`config.mk`:
```
export PLATFORM = sky130hd
export DESIGN_NAME = tipi_readback_mux
export DESIGN_NICKNAME = d
export VERILOG_FILES = /design/src/rtl/tipi_readback_mux.sv
export SDC_FILE = /design/constraint.sdc
export NUM_CORES = 1
export LEC_CHECK = 0
export ABC_AREA = 1
export CAP_MARGIN = 20
export CORE_MARGIN = 4
export CORE_UTILIZATION = 40
export CTS_BUF_LIST = sky130_fd_sc_hd__clkbuf_8
export DETAILED_ROUTE_END_ITERATION = 7
export PLACE_DENSITY = 0.84
export SKIP_LAST_GASP = 1
export SYNTH_ARGS = -nofsm -noshare
export SYNTH_HDL_FRONTEND = slang
export SYNTH_SLANG_ARGS = --single-unit
```
`constraint.sdc`:
```
create_clock -name clk -period 1.3 [get_ports clk]
set_clock_uncertainty 0.1 [all_clocks]
set_input_delay 0.39 -clock clk [delete_from_list [all_inputs] [get_ports clk]]
set_output_delay 0.39 -clock clk [all_outputs]
set_load 0.02 [all_outputs]
```
`src/rtl/tipi_readback_mux.sv`:
```
// Registered read-back multiplexer for the TIPI PEB CPLD data path.
// Captures the lowest-index selected source on each synchronised TI read cycle.
module tipi_readback_mux #(
  parameter int WIDTH    = 8,
  parameter int CHANNELS = 4,
  parameter int SYNC     = 2,
  parameter int HOLD     = 1
) (
  input  logic                          clk,
  input  logic                          reset,
  input  logic                          rd,
  input  logic [CHANNELS-1:0]           sel,
  input  logic [CHANNELS*WIDTH-1:0]     din,
  input  logic                          clr_collision,
  output logic [WIDTH-1:0]              dout,
  output logic                          dout_valid,
  output logic [$clog2(CHANNELS)-1:0]   chan,
  output logic                          collision,
  output logic [15:0]                   rd_count
);

  localparam int CW = $clog2(CHANNELS);

  typedef enum logic {
    IDLE,
    ACTIVE
  } state_t;

  state_t            state;
  logic [SYNC-1:0]   rd_sync;
  logic              rd_s;

  logic [WIDTH-1:0]  pick_data;
  logic [CW-1:0]     pick_idx;
  logic              pick_hit;
  logic              pick_multi;
  logic              sample_edge;
  logic              collision_set;

  assign rd_s = rd_sync[SYNC-1];

  // Lowest index wins; any further set bit marks a decode collision.
  always_comb begin
    pick_data  = '0;
    pick_idx   = '0;
    pick_hit   = 1'b0;
    pick_multi = 1'b0;
    for (int unsigned i = 0; i < CHANNELS; i++) begin
      if (sel[i]) begin
        if (pick_hit) begin
          pick_multi = 1'b1;
        end else begin
          pick_data = din[i*WIDTH +: WIDTH];
          pick_idx  = CW'(i);
        end
        pick_hit = 1'b1;
      end
    end
  end

  assign sample_edge   = rd_s && ((state == IDLE) || (HOLD == 0));
  assign collision_set = sample_edge && pick_multi;

  always_ff @(posedge clk) begin
    if (reset) begin
      state      <= IDLE;
      rd_sync    <= '0;
      dout       <= '0;
      dout_valid <= 1'b0;
      chan       <= '0;
      collision  <= 1'b0;
      rd_count   <= '0;
    end else begin
      rd_sync[0] <= rd;
      for (int unsigned i = 1; i < SYNC; i++) begin
        rd_sync[i] <= rd_sync[i-1];
      end

      collision <= collision_set | (collision & ~clr_collision);

      case (state)
        IDLE: begin
          if (rd_s) begin
            dout       <= pick_data;
            chan       <= pick_idx;
            dout_valid <= pick_hit;
            state      <= ACTIVE;
          end
        end
        ACTIVE: begin
          if (!rd_s) begin
            dout       <= '0;
            chan       <= '0;
            dout_valid <= 1'b0;
            rd_count   <= rd_count + 16'd1;
            state      <= IDLE;
          end else if (HOLD == 0) begin
            dout       <= pick_data;
            chan       <= pick_idx;
            dout_valid <= pick_hit;
          end
        end
        default: state <= IDLE;
      endcase
    end
  end

endmodule
```
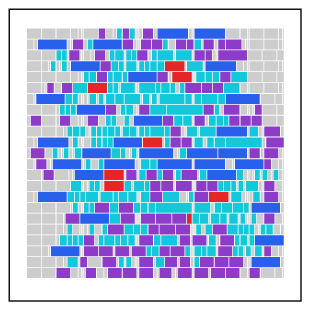
Figure 1: cell classes on the final placement.
(4 px per µm) Fill, decap, tap and diode cells in grey.
[purple] other buffers and delay cells | cells: 109 | share of their area: 33%
[red] clock drivers and dummy loads | cells: 8 | share of their area: 3.5%
[blue] flops | cells: 31 | share of their area: 23%
[cyan] combinational and other logic | cells: 208 | share of their area: 41%
number of cell rows: 23
Core Region: 4030 µm²

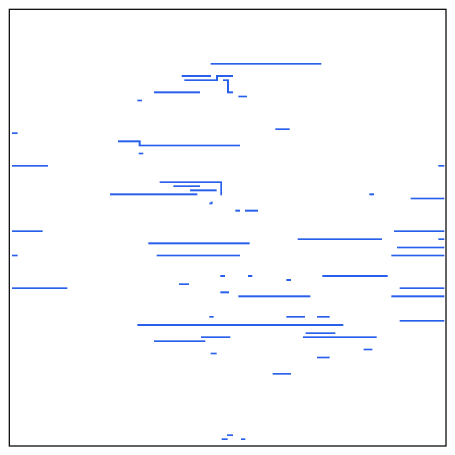
Figure 2: metal 3.
(6 px per µm)
longest straight run: 34.0 µm
share of all routed wire: 5.1%
main direction: horizontal
wire length on this layer: 324 µm
nets with wire on the layer: 44
met3 Track Usage GR: 0.0429
total wire length: 6290 µm
Via Count: 2097

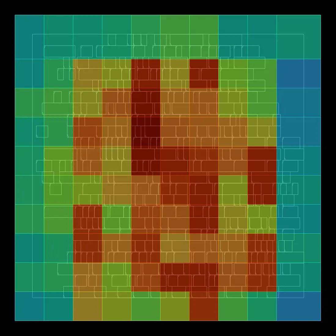
Figure 3: routing congestion map.
final core utilization: 0.718
global route hottest layer: met2
Tot GR Track Use: 0.226
met1 GRT Util: 0.252
met2 Use GR: 0.408

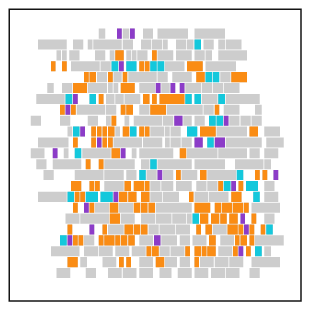
Figure 4: selected gate families.
(4 px per µm)
[purple] inverters | cells: 27
[cyan] inverting AOI/OAI gates | cells: 32
[orange] NAND gates | cells: 114

==> results.tsv <==
stage	metric	value	unit
job	timing.max_cap.violations	0	
global_routing	grt_pass1_vias	2035	
drt	routedWlPerCell	15.5	µm
final_timing	hold_slack	0.300	ns
cts	clockRootBuffer	clkbuf_8	
placement	dp_hpwl	3810	µm
yosys	synthCells	250	
global_routing	grt_max_degree	17	
setup_path	cp_cell_sequence	inv_4, ha_4, nand2_4, nor2_4, nand2_4, nor2_4, nand3_1, nand2_1, nor2_1	
global_routing	grt_overflow_total	0	
final_layout	flop_area	642	µm²
final_timing	setup_slack	-0.110	ns
final_timing	finalCritPeriodShare	1.08	
outcome	failed_checks	setup timing	
drt	via_per_inst	5.17	
hold_path	hp-class	reg2reg	
yosys	synth_cell_type_count	22	
final_layout	synthToLayoutAreaGrowth	73.5	%
drt	drc	0	
setup_path	crit_type	reg2reg	
global_routing	grt_pass1_wl	9290	µm
final_timing	rsz0062_at_grt	true	
final_timing	setup_viol	21	
power	ir_worst_vdd	507	µV
yosys	netlist_area	1670	µm²
setup_path	worst-path-buf-inv	1	
outcome	status	finished with violations	
floorplan	die_w	72.6	µm
final_layout	stdcell_count	406	
floorplan	io_pins	68	
drt	ant_nets	0	
yosys	yosysWarnings	0	
final_timing	slew_viol_final	0	
placement	placed_cells	389	
setup_path	crit_family	simple AND/OR/NAND/NOR gates	
job	warnings	30	
setup_path	slowest_stage	dfxtp_4	
drt	drtPass1Iterations	4	
yosys	flop_cell	dfxtp_1	
final_layout	layout_top_cells	nand2_1 (61), buf_4 (50), clkdlybuf4s50_1 (34)	
placement	port_buffers	67	
global_routing	antenna_found_initial	0	
setup_path	crit_arrival	1.49	ns
placement	gp_congestion	0.886	
cts	cts_max_level	2	
setup_path	crit_fanout	6	
yosys	fp_nets	293	
yosys	syn_area_per_cell	6.67	µm²
yosys	ys_cells	250	
cts	tritoncts	built	
setup_path	critical_path_required	1.38	ns
final_layout	layout.area.comb	1040	µm²
final_layout	nFillCells	306	
yosys	ys_ff	31	
floorplan	dieArea	5260	µm²
yosys	seq_area_frac_synth	0.372	
final_timing	worst_pin_slew	0.249	ns
final_layout	drive_gt1_frac	0.368	
floorplan	fp_util	0.414	
final_timing	maxSlewHeadroom	0.834	
cts	cts.reportedPaths.clkPinSlew	0.07	ns
cts	clkSinkCount	31	
yosys	edf_count	0	
cts	insertion_delay	0.29	ns
setup_path	critical_path.max_stage_delay	0.37	ns
placement	pre_cts_slack	-0.541	ns
setup_path	endpoint_kind	register	
final_timing	fmax	709	MHz
drt	first_iter_violations	137	
final_layout	layout.nets	398	
setup_path	critPathLaunchType	register	
power	leakage	1.31	nW
yosys	async_flop_share	0	
power	p_per_area	788	nW/µm²
floorplan	die_h	72.6	µm
final_timing	hold_viol	0	
final_layout	mostFrequentLayoutCell	nand2_1	
cts	cts_buffers	5	
final_timing	fin_crit	1.41	ns
yosys	synth_chip_area	1670	µm²
cts	clockBufferDepth	2	
final_layout	diodes	0	
==> repair_timing <==
item	4_1_cts	5_1_grt
setup buffers	4	3
resized	155	43
hold buffers	0	0
setup endpoints to repair	56	45
pin swaps	11	11
gates cloned	2	0
==> worst reg2reg max path: stages, from the launching register on <==
cell and delay (ns):
dfxtp_4 0.37, inv_4 0.06, ha_4 0.16, nand2_4 0.06, nor2_4 0.13, nand2_4 0.09
nor2_4 0.16, nand3_1 0.09, nand2_1 0.06, nor2_1 0.04
==> flip-flops by register name, indices dropped and copies added, names as in the netlist <==
name and flops:
chan 2, rd_count 16, dout 8, state 1
dout_valid 1, collision 1, rd_sync 2
==> Yosys cell counts, drive strengths merged, types with 2 or more instances <==
cell type | count | area [µm²]
nand4 | 8 | 50.1
dfxtp | 31 | 621
buf | 9 | 50.0
nor2 | 31 | 151
inv | 26 | 97.6
nand3b | 9 | 67.6
ha | 3 | 37.5
nand2 | 72 | 285
a21oi | 23 | 115
o21ai | 7 | 35.0
nand3 | 25 | 125
clkbuf | 2 | 7.51
==> cell families after synthesis <==
group / count (synthesis) / share of synthesized area
flip-flops: 31 / 0.372
AND-OR/OR-AND: 32 / 0.0991
buffers and inverters: 38 / 0.0953
AND/OR/NAND/NOR: 146 / 0.411
adder cells (fa/ha/maj): 3 / 0.0225
==> layer usage <==
layer  wire (µm)  vias up  track usage  share of wire
li1            -     1020            -              -
met1        2390      974        0.252           0.38
met2        3370       82        0.408           0.54
met3         324       21       0.0429          0.052
met4         201        0        0.109          0.032
met5           0        -            0              0
==> cell type report <==
type / count / share of cell area
sequential: 31 / 0.222
multi-input combinational: 181 / 0.360
timing repair buffer: 109 / 0.323
clock inverter: 1 / 0.00130
tap: 50 / 0.0216
inverter: 27 / 0.0385
clock buffer: 7 / 0.0333
==> power by group <==
group | internal, mW | switching [mW] | total [mW]
clock network | 0.475 | 0.383 | 0.858
logic | 0.232 | 0.203 | 0.435
registers | 0.968 | 0.0159 | 0.984
total | 1.68 | 0.601 | 2.28
==> path summary, 6_finish.rpt <==
check / slack (ns) / to / from / cells past startpoint
max: -0.11 / rd_count[13] / rd_sync[1] / 9
min: 0.30 / rd_sync[1] / rd_sync[0] / 2
max reg2reg: -0.11 / rd_count[13] / rd_sync[1] / 9
min reg2reg: 0.30 / rd_sync[1] / rd_sync[0] / 2
==> per-stage QoR <==
| stage | utilization | area (µm²) | setup TNS [ns] | power, mW |
|---|---|---|---|---|
| 4_1_cts | 0.679 | 2730 | -1.20 | 2.24 |
| 6_report | 0.718 | 2890 | -1.39 | 2.28 |
| 5_1_grt | 0.718 | 2890 | -2.76 | 2.35 |
| 3_3_place_gp | 0.648 | 2610 | -12.24 | 1.38 |
| 3_5_place_dp | 0.648 | 2610 | -13.19 | 1.39 |
| 2_1_floorplan | - | 1690 | -0.319 | 1.18 |
Power figures rest on the tool's default switching activity, not on a simulated workload.
